### The metal 3 layer, run 1

Bar = 20 µm.
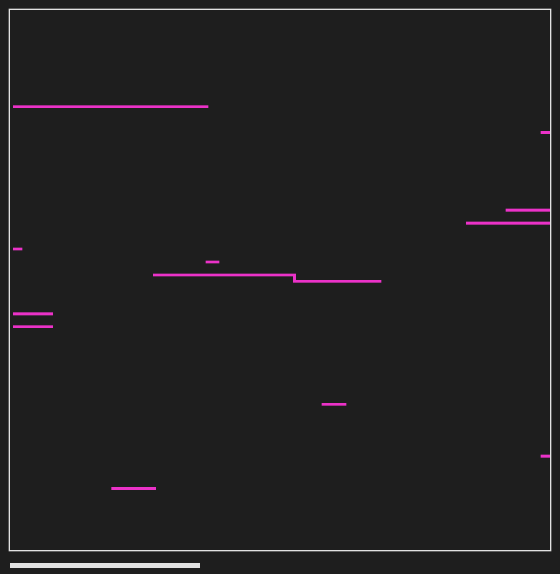
### M1 wires, run 1

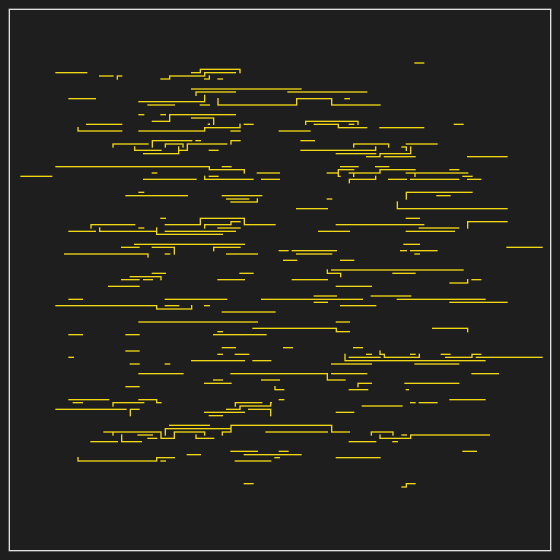
### Cell classes on the final placement, run 1

Fill, decap, tap and diode cells in grey.
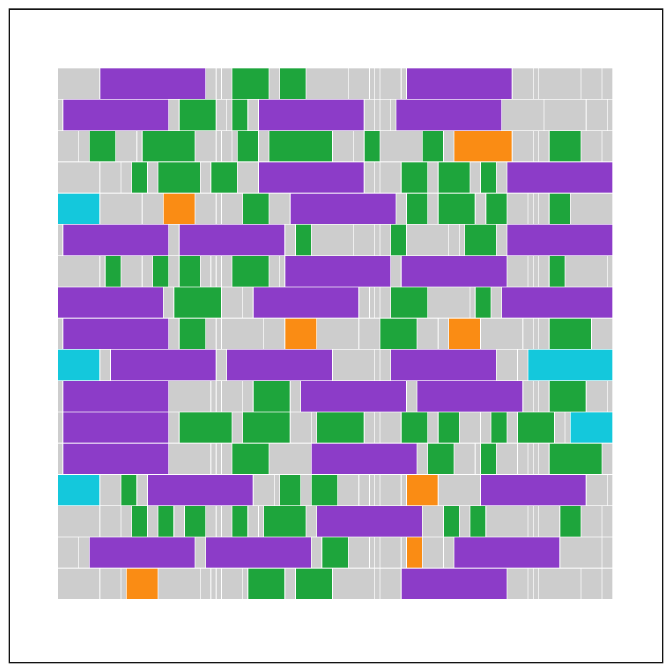
## config.mk

```make
export PLATFORM = sky130hd
export DESIGN_NAME = mode_control_unit
export DESIGN_NICKNAME = d
export VERILOG_FILES = /design/src/rtl/mode_control_unit.sv
export SDC_FILE = /design/constraint.sdc
export NUM_CORES = 1
export LEC_CHECK = 0
export CAP_MARGIN = 25
export CELL_PAD_IN_SITES_DETAIL_PLACEMENT = 1
export CELL_PAD_IN_SITES_GLOBAL_PLACEMENT = 1
export CORE_MARGIN = 4
export CORE_UTILIZATION = 53
export DETAILED_ROUTE_END_ITERATION = 8
export DONT_BUFFER_PORTS = 1
export HOLD_SLACK_MARGIN = 0.03
export PLACE_DENSITY_LB_ADDON = 0.25
export SLEW_MARGIN = 25
export SYNTH_ARGS = -nofsm -noshare
export SYNTH_HDL_FRONTEND = slang
export SYNTH_SLANG_ARGS = --single-unit
export TNS_END_PERCENT = 30
```

## constraint.sdc

```tcl
create_clock -name i_clk -period 3.52 [get_ports i_clk]
set_clock_uncertainty 0.15 [all_clocks]
set_input_delay 0.352 -clock i_clk [delete_from_list [all_inputs] [get_ports i_clk]]
set_output_delay 0.352 -clock i_clk [all_outputs]
set_load 0.05 [all_outputs]
```

## src/rtl/mode_control_unit.sv

```systemverilog
// Start/stop, display-mode and clear button controller for a score display.
// Ports: i_clk, i_rst_n, raw buttons i_start_stop/i_mode_next/i_clr;
// outputs o_cnt_en, o_rst, o_disp_en, o_running (all registered).
// Optional DISP_TIMEOUT_EN: o_disp_en returns to 0 after HOLD_CYCLES idle.
module mode_control_unit #(
  parameter int N_MODES     = 3,
  parameter int DISP_W      = 2,
  parameter int DEB_CYCLES  = 16,
  parameter int HOLD_CYCLES = 1024
) (
  input  logic              i_clk,
  input  logic              i_rst_n,
  input  logic              i_start_stop,
  input  logic              i_mode_next,
  input  logic              i_clr,
  output logic              o_cnt_en,
  output logic              o_rst,
  output logic [DISP_W-1:0] o_disp_en,
  output logic              o_running
);

  localparam int DCW = $clog2(DEB_CYCLES + 1);

  typedef enum logic [1:0] {
    CLEAR,
    IDLE,
    RUN,
    PAUSE
  } state_t;

  // bit 0 = start_stop, bit 1 = mode_next, bit 2 = clr
  logic [2:0] raw;
  logic [2:0] s1_q;
  logic [2:0] s2_q;
  logic [2:0] press;

  assign raw = {i_clr, i_mode_next, i_start_stop};

  always_ff @(posedge i_clk or negedge i_rst_n) begin
    if (!i_rst_n) begin
      s1_q <= '0;
      s2_q <= '0;
    end else begin
      s1_q <= raw;
      s2_q <= s1_q;
    end
  end

  for (genvar g = 0; g < 3; g++) begin : g_deb
    logic [DCW-1:0] cnt_q;
    logic [DCW-1:0] cnt_d;
    logic           stab_q;
    logic           stab_d;
    logic           press_q;
    logic           press_d;

    // A differing level must persist DEB_CYCLES samples to be accepted.
    always_comb begin
      cnt_d   = '0;
      stab_d  = stab_q;
      press_d = 1'b0;
      if (s2_q[g] != stab_q) begin
        if (cnt_q == DCW'(DEB_CYCLES - 1)) begin
          stab_d  = s2_q[g];
          press_d = s2_q[g];
        end else begin
          cnt_d = cnt_q + 1'b1;
        end
      end
    end

    always_ff @(posedge i_clk or negedge i_rst_n) begin
      if (!i_rst_n) begin
        cnt_q   <= '0;
        stab_q  <= 1'b0;
        press_q <= 1'b0;
      end else begin
        cnt_q   <= cnt_d;
        stab_q  <= stab_d;
        press_q <= press_d;
      end
    end

    assign press[g] = press_q;
  end

  logic ss_p;
  logic mode_p;
  logic clr_p;

  assign ss_p   = press[0];
  assign mode_p = press[1];
  assign clr_p  = press[2];

  state_t            state_q;
  state_t            state_d;
  logic [DISP_W-1:0] disp_q;
  logic [DISP_W-1:0] disp_d;
  logic [DISP_W-1:0] disp_inc;
  logic              tmo;

  assign disp_inc = (disp_q == DISP_W'(N_MODES - 1)) ?
                    '0 : disp_q + 1'b1;

  always_comb begin
    state_d = state_q;
    unique case (state_q)
      CLEAR: state_d = IDLE;
      IDLE: begin
        if (clr_p)     state_d = CLEAR;
        else if (ss_p) state_d = RUN;
      end
      RUN: begin
        if (clr_p)     state_d = CLEAR;
        else if (ss_p) state_d = PAUSE;
      end
      PAUSE: begin
        if (clr_p)     state_d = CLEAR;
        else if (ss_p) state_d = RUN;
      end
    endcase
  end

`ifdef DISP_TIMEOUT_EN
  localparam int HCW = $clog2(HOLD_CYCLES);

  logic [HCW-1:0] tmr_q;
  logic [HCW-1:0] tmr_d;

  assign tmo = (disp_q != '0) && !mode_p &&
               (tmr_q == HCW'(HOLD_CYCLES - 1));

  always_comb begin
    tmr_d = tmr_q + 1'b1;
    if (mode_p || (disp_d == '0)) tmr_d = '0;
  end

  always_ff @(posedge i_clk or negedge i_rst_n) begin
    if (!i_rst_n) tmr_q <= '0;
    else          tmr_q <= tmr_d;
  end
`else
  assign tmo = 1'b0;
`endif

  // Entering CLEAR wins over a same-cycle mode press.
  always_comb begin
    disp_d = disp_q;
    if (state_d == CLEAR) disp_d = '0;
    else if (mode_p)      disp_d = disp_inc;
    else if (tmo)         disp_d = '0;
  end

  always_ff @(posedge i_clk or negedge i_rst_n) begin
    if (!i_rst_n) begin
      state_q   <= CLEAR;
      disp_q    <= '0;
      o_rst     <= 1'b1;
      o_cnt_en  <= 1'b0;
      o_running <= 1'b0;
    end else begin
      state_q   <= state_d;
      disp_q    <= disp_d;
      o_rst     <= (state_d == CLEAR);
      o_cnt_en  <= (state_d == RUN);
      o_running <= (state_d == RUN);
    end
  end

  assign o_disp_en = disp_q;

endmodule

```

==> notes.md, run 1 <==
run results: status=completed, YS chip area=1260 µm², clk sinks=33, Mean Syn Cell Area=13.0 µm², ratio of cells with drive above 1 in the final layout=0.139, Init Core Util=0.564, setup violators final=0, CTS tree=built, Hold Fails Final Rpt=0, pre-CTS WS=2.01 ns, hold bufs inserted after CTS=5, worst flop-to-flop path endpoint=g_deb[2].stab_q, yosys warning tally=0, Leak=0.667 nW, Cells after Synth=97, Iter 0 DRT Violations=10, M2 GR Usage=0.256, Wirelength per Cell=14.6 µm, Hold Crit Depth=0, maximum root-to-sink buffer count=2, vias in the first global route=827, CP Class=reg -> out, GRT Max-Usage Layer=met2, R2R Path Start=g_deb[2].cnt_q[0], GR Util All Layers=0.158, Max Transition Viols Final=0, Hold Crit Endpoint=s2_q[2], die area=3220 µm², ys async rst share=1.00, largest net degree at the start of global routing=34, MUX share of area=0.0268, most common cell in the synthesized netlist=dfrtp_1, Post-synth top flop=dfrtp_1, Synth Area in XOR/XNOR=0.0626, initial antenna violation count=0, Root Buffer=clkbuf_4, Hold Path Class=reg -> reg, Post-Synth Adder-Cell Area=0.0298, total power=0.000641 W, Area Growth Syn to Fin=11.3%, Gate power share=0.054, register-to-register setup slack=2.01 ns, fin cells=136
About 'The metal 3 layer':
main direction = horizontal
nets with wire on the layer = 9
longest straight run = 20.2 µm
routed vias: 727
met3 Use GR: 0.0552
routed wire length: 1990 µm

About 'M1 wires':
wire length on this layer = 856 µm
main direction = horizontal
longest straight run = 16.1 µm
share of all routed wire = 43%
nets with wire on the layer = 110
met1 Use GR: 0.181

About 'Cell classes on the final placement':
remaining logic cells -> green  # cells 63
remaining buffers and delay cells -> cyan  # cells 5
clock drivers and dummy loads -> orange  # cells 7
registers -> purple  # cells 33
post-layout util: 0.627
core area: 2230 µm²
flop share of the area: 0.590
post-route cell area: 1400 µm²

## run 1: state kept, by name, summed over array words and instances (netlist names)
signal         flops
g_deb.cnt_q       15
g_deb.stab_q       3
s1_q               3
s2_q               3
g_deb.press_q      2
o_disp_en          2
state_q            2
clr_p              1
o_rst              1
o_running          1
## run 1: worst max path at each step
stage / to / cells past startpoint / slack, ns
2_1_floorplan: o_running / 1 / 2.13
3_3_place_gp: g_deb[2].stab_q / 4 / 2.10
3_5_place_dp: g_deb[2].stab_q / 4 / 2.01
4_1_cts: o_cnt_en / 0 / 1.76
5_1_grt: o_cnt_en / 0 / 1.72
6_report: o_cnt_en / 0 / 1.78
## run 1: layout by cell type, fill, tap and decap left out, types with 2 or more instances in the layout
cell / Yosys / routed
dfrtp_1: 32 / 32
nor2_1: 12 / 12
xor2_1: 6 / 6
clkbuf_4: 0 / 5
dlygate4sd3_1: 0 / 4
nand3_2: 3 / 3
a21oi_1: 3 / 3
xnor2_1: 3 / 3
nand3_1: 3 / 3
inv_1: 3 / 3
nand2_1: 3 / 3
ha_1: 3 / 3
o21ai_1: 2 / 2
and2_1: 2 / 2
nand2b_1: 2 / 2
nor3_1: 2 / 2
nor4b_1: 2 / 2
and3_1: 2 / 2
mux2_2: 2 / 2
## run 1: power by group through the flow
stage	clock network [W]	registers, W	logic [W]
floorplan	0	0.000407	0.0000180
global placement	0	0.000408	0.0000207
detailed placement	0	0.000409	0.0000219
CTS	0.000215	0.000402	0.0000356
global route	0.000236	0.000404	0.0000405
finish	0.000205	0.000402	0.0000343
## run 1: layout make-up
cell class,count,area [µm²],area share
sequential,33,827,0.590
multi-input combinational,60,413,0.295
timing repair buffer,5,60.1,0.0429
clock buffer,7,55.1,0.0393
tap,28,35.0,0.0250
inverter,3,11.3,0.00804
==> run 2: changes to the inputs <==
--- a/config.mk
+++ b/config.mk
@@ -9,7 +9,7 @@
 export CELL_PAD_IN_SITES_DETAIL_PLACEMENT = 1
 export CELL_PAD_IN_SITES_GLOBAL_PLACEMENT = 1
 export CORE_MARGIN = 4
-export CORE_UTILIZATION = 53
+export CORE_UTILIZATION = 44
 export DETAILED_ROUTE_END_ITERATION = 8
 export DONT_BUFFER_PORTS = 1
 export HOLD_SLACK_MARGIN = 0.03
==> constraint.sdc (replaced) <==
create_clock -name i_clk -period 1.48 [get_ports i_clk]
set_clock_uncertainty 0.15 [all_clocks]
set_input_delay 0.148 -clock i_clk [delete_from_list [all_inputs] [get_ports i_clk]]
set_output_delay 0.148 -clock i_clk [all_outputs]
set_load 0.05 [all_outputs]
### Wiring heat map, run 2

Bar = 20 µm. The die is cut into 12 by 12 equal tiles; dark blue is low, red is high, scaled to the fullest tile. Values are wire area over tile area, all layers added.
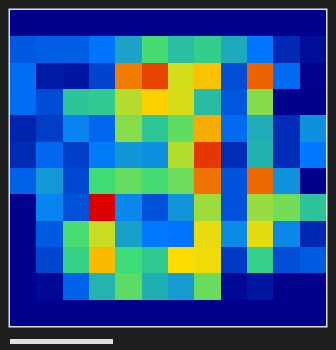
fullest tile = 0.30
nearly empty tiles = 25%
tiles over half the peak = 24%
mean over tiles = 0.087
routed wire length: 2040 µm
Wirelength per Cell: 14.1 µm
GR Util All Layers: 0.139
routed vias: 736

==> run 2 against run 1 <==
Total power up 140%; sequential share of layout area down 2.0 points; largest cell class unchanged; core utilization down 9.7 points; die size up 17%; largest power group unchanged; worst hold slack worse by 0.12 ns.
==> notes.md, run 2 <==
run results: Post-synth top flop=dfrtp_1, max reg flops=15, Root Buffer=clkbuf_4, Init Core Util=0.460, total power=0.00154 W, dominant logic cell type in the layout=dfrtp_1, Top reg by flops=g_deb.cnt_q, post-route cell area=1450 µm², fin cells=144, pre-CTS WS=0.0327 ns, crit path max fanout=4, most common logic cells in the final layout=32 x dfrtp_1, 12 x nor2_1, 6 x xor2_1, setup violators final=0, MUX share of area=0.0268, Post-Synth Adder-Cell Area=0.0298, yosys warning tally=0, CP Class=reg -> reg, cycle use final=0.956, CTS tree=built, Hold Path Class=in -> async, largest net degree at the start of global routing=34, initial antenna violation count=0, Area Growth Syn to Fin=15.2%, Leak=0.684 nW, status=completed, post-layout util=0.530, most common cell in the synthesized netlist=dfrtp_1, Final Worst Setup Slack=0.0651 ns, Total Neg Setup Slack=0 ns, ys async rst share=1.00, Max Transition Viols Final=0, clk sinks=33, ratio of cells with drive above 1 in the final layout=0.204, YS chip area=1260 µm², Cells after Synth=97, Iter 0 DRT Violations=13, core area=2730 µm², Mean Syn Cell Area=13.0 µm², Hold Fails Final Rpt=0, maximum root-to-sink buffer count=2, post-detail-place hpwl=1380 µm, vias in the first global route=779
==> run 2: power breakdown <==
group	leakage (nW)	switching (W)	internal [W]
clock	0.0310	0.000319	0.000179
sequential	0.431	0.0000261	0.000931
combinational	0.223	0.0000451	0.0000438
total	0.684	0.000390	0.00115
==> run 2: path summary, 6_finish.rpt <==
check	startpoint	end	slack (ns)	cells past startpoint
min reg2reg	s1_q[0]	s2_q[0]	0.21	0
min in group i_clk	s1_q[0]	s2_q[0]	0.21	0
max	g_deb[1].cnt_q[0]	g_deb[1].stab_q	0.07	4
max in group asynchronous	i_rst_n	o_rst	0.86	2
min	i_rst_n	o_running	0.09	2
max reg2reg	g_deb[1].cnt_q[0]	g_deb[1].stab_q	0.07	4
==> run 2: timing repair <==
item / 4_1_cts / 5_1_grt
hold buffers: 5 / 0
resized: 0 / 3
endpoints found under the hold margin: 36 / 0
setup buffers: 0 / 0
endpoints found under the setup margin: 0 / 2
==> run 2: cells by family after synthesis <==
group / count (synthesis)
and+or+nand+nor: 37
xor gates and xnor gates: 9
muxes: 3
adders and majority gates: 3
DFF: 33
AOI/OAI and AO/OA: 8
buffers and inverters: 4
==> run 2: critical path, cell delays in order, from the launching register on <==
cell and delay, ns:
dfrtp_1 0.39, ha_2 0.22, nand3_2 0.11, nor2_1 0.11, mux2_2 0.34
==> run 2: layout make-up <==
cell class | instances | area (µm²) | share of cell area
inverters | 3 | 11.3 | 0.00777
flip-flops and latches | 33 | 827 | 0.570
repair buffers | 9 | 90.1 | 0.0621
clock buffers | 5 | 37.5 | 0.0259
multi-input cells | 60 | 428 | 0.295
clock inverters | 3 | 17.5 | 0.0121
well taps | 31 | 38.8 | 0.0267
==> run 2: metal layers <==
metal	wire, µm	global-route usage
met1	903	0.164
met4	57	0.0818
met5	0	0
met3	130	0.0629
met2	946	0.208
==> run 3: changes to the inputs <==
--- a/config.mk
+++ b/config.mk
@@ -8,12 +8,14 @@
 export CAP_MARGIN = 25
 export CELL_PAD_IN_SITES_DETAIL_PLACEMENT = 1
 export CELL_PAD_IN_SITES_GLOBAL_PLACEMENT = 1
+export CORE_ASPECT_RATIO = 1.25
 export CORE_MARGIN = 4
-export CORE_UTILIZATION = 44
+export CORE_UTILIZATION = 49
 export DETAILED_ROUTE_END_ITERATION = 8
 export DONT_BUFFER_PORTS = 1
 export HOLD_SLACK_MARGIN = 0.03
 export PLACE_DENSITY_LB_ADDON = 0.25
+export SETUP_SLACK_MARGIN = 0.05
 export SLEW_MARGIN = 25
 export SYNTH_ARGS = -nofsm -noshare
 export SYNTH_HDL_FRONTEND = slang
==> constraint.sdc (replaced) <==
create_clock -name i_clk -period 1.5 [get_ports i_clk]
set_clock_uncertainty 0.15 [all_clocks]
set_input_delay 0.15 -clock i_clk [delete_from_list [all_inputs] [get_ports i_clk]]
set_output_delay 0.15 -clock i_clk [all_outputs]
set_load 0.05 [all_outputs]
### M1 wires, run 3

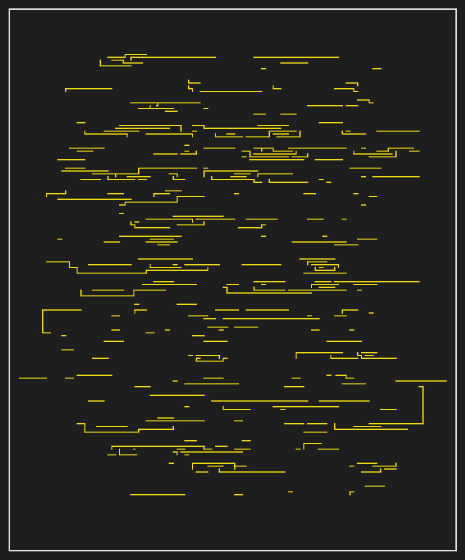
share of all routed wire = 40%
nets with wire on the layer = 112
main direction = horizontal
longest straight run = 11.5 µm
met1 Use GR: 0.160
routed wire length: 2100 µm
routed vias: 759

==> run 3 against run 2 <==
Global-route usage is 1.6 points higher; critical path depth unchanged; first-iteration DRC count is 23% higher; synthesized cell count unchanged; die size decreased by 8.8%; total power is 3.5% higher; combinational power is about 10% higher; cell area grew 4.3%; flip-flop count stayed put; register-to-register slack gained 0.02 ns; critical path type unchanged; critical endpoint unchanged.
==> notes.md, run 3 <==
run results: core area=2450 µm², Max Transition Viols Final=0, CP Class=reg -> reg, Leak=0.713 nW, worst flop-to-flop path endpoint=g_deb[1].stab_q, GR Util All Layers=0.155, Non-clock buffering overhead=0.0794, yosys warning tally=0, Cells after Synth=97, critical path's slowest cell=dfrtp_1, FF/Latch Area=827 µm², R2R Path Start=g_deb[1].cnt_q[0], Root Buffer=clkbuf_4, dominant logic cell type in the layout=dfrtp_1, Post-synth top flop=dfrtp_1, Cell Chain, Critical Path=ha_2, nand3_2, nor2_1, mux2_2, CP max stage delay=0.38 ns, setup violators final=0, Iter 0 DRT Violations=16, YS chip area=1260 µm², register-to-register setup slack=0.09 ns, Init Core Util=0.513, Hold Fails Final Rpt=0, vias in the first global route=862, flop share of the area=0.547, Setup crit end=g_deb[1].stab_q, status=completed, cycle use final=0.941, max reg flops=15, clk sinks=33, Area Growth Syn to Fin=20.2%, R2R depth=4, most common logic cells in the final layout=32 x dfrtp_1, 12 x nor2_1, 8 x buf_4, inverters=3, Clock buf/inv share=0.0463, non-clock buffer total of the final layout=13, # clk buffers=7, most common cell in the synthesized netlist=dfrtp_1, Top reg by flops=g_deb.cnt_q, post-detail-place hpwl=1400 µm, Wirelength per Cell=14.0 µm, multi-input gates=60
run 3: cell counts after synthesis:
Identical to the previous run, type by type.
run 3: cells by family after synthesis:
logic type | Yosys count | synth area share
simple gates | 37 | 0.173
flops | 33 | 0.657
xor+xnor | 9 | 0.0626
compound gates | 8 | 0.0358
buf+inv | 4 | 0.0149
mux | 3 | 0.0268
fa+ha+maj | 3 | 0.0298
run 3: metal layers:
layer / vias up / GRT usage / wire, µm
met4: 0 / 0.0575 / 29
met1: 383 / 0.160 / 837
met2: 11 / 0.268 / 1150
met3: 3 / 0.0690 / 83
met5: - / 0 / 0
li1: 362 / - / -
run 3: worst max-delay path: cells and delay by family (launching register included):
family                   cells  cell delay (ns)
multiplexers                 1             0.34
adder cells (fa/ha/maj)      1             0.21
AND/OR/NAND/NOR              2             0.23
flip-flops                   1             0.38
run 3: repair_timing:
| action | in CTS | in global routing |
|---|---|---|
| endpoints found under the setup margin | 2 | 3 |
| resized | 1 | 5 |
| hold buffers | 5 | 0 |
| endpoints found under the hold margin | 36 | 0 |
| buffers inserted | 2 | 3 |
run 3: power by group:
part | total [W] | switching [W] | internal (W)
sequential | 0.000944 | 0.0000254 | 0.000918
clock | 0.000551 | 0.000279 | 0.000271
combinational | 0.000102 | 0.0000492 | 0.0000533
total | 0.00160 | 0.000354 | 0.00124
run 3: per-stage QoR:
step / setup slack, ns / std cells
6_report: 0.0882 / 150
5_1_grt: 0.0351 / 150
4_1_cts: 0.0497 / 147
3_5_place_dp: 0.0177 / 132
3_3_place_gp: 0.0785 / 132
2_1_floorplan: 0.117 / 97
Power figures rest on the tool's default switching activity, not on a simulated workload.
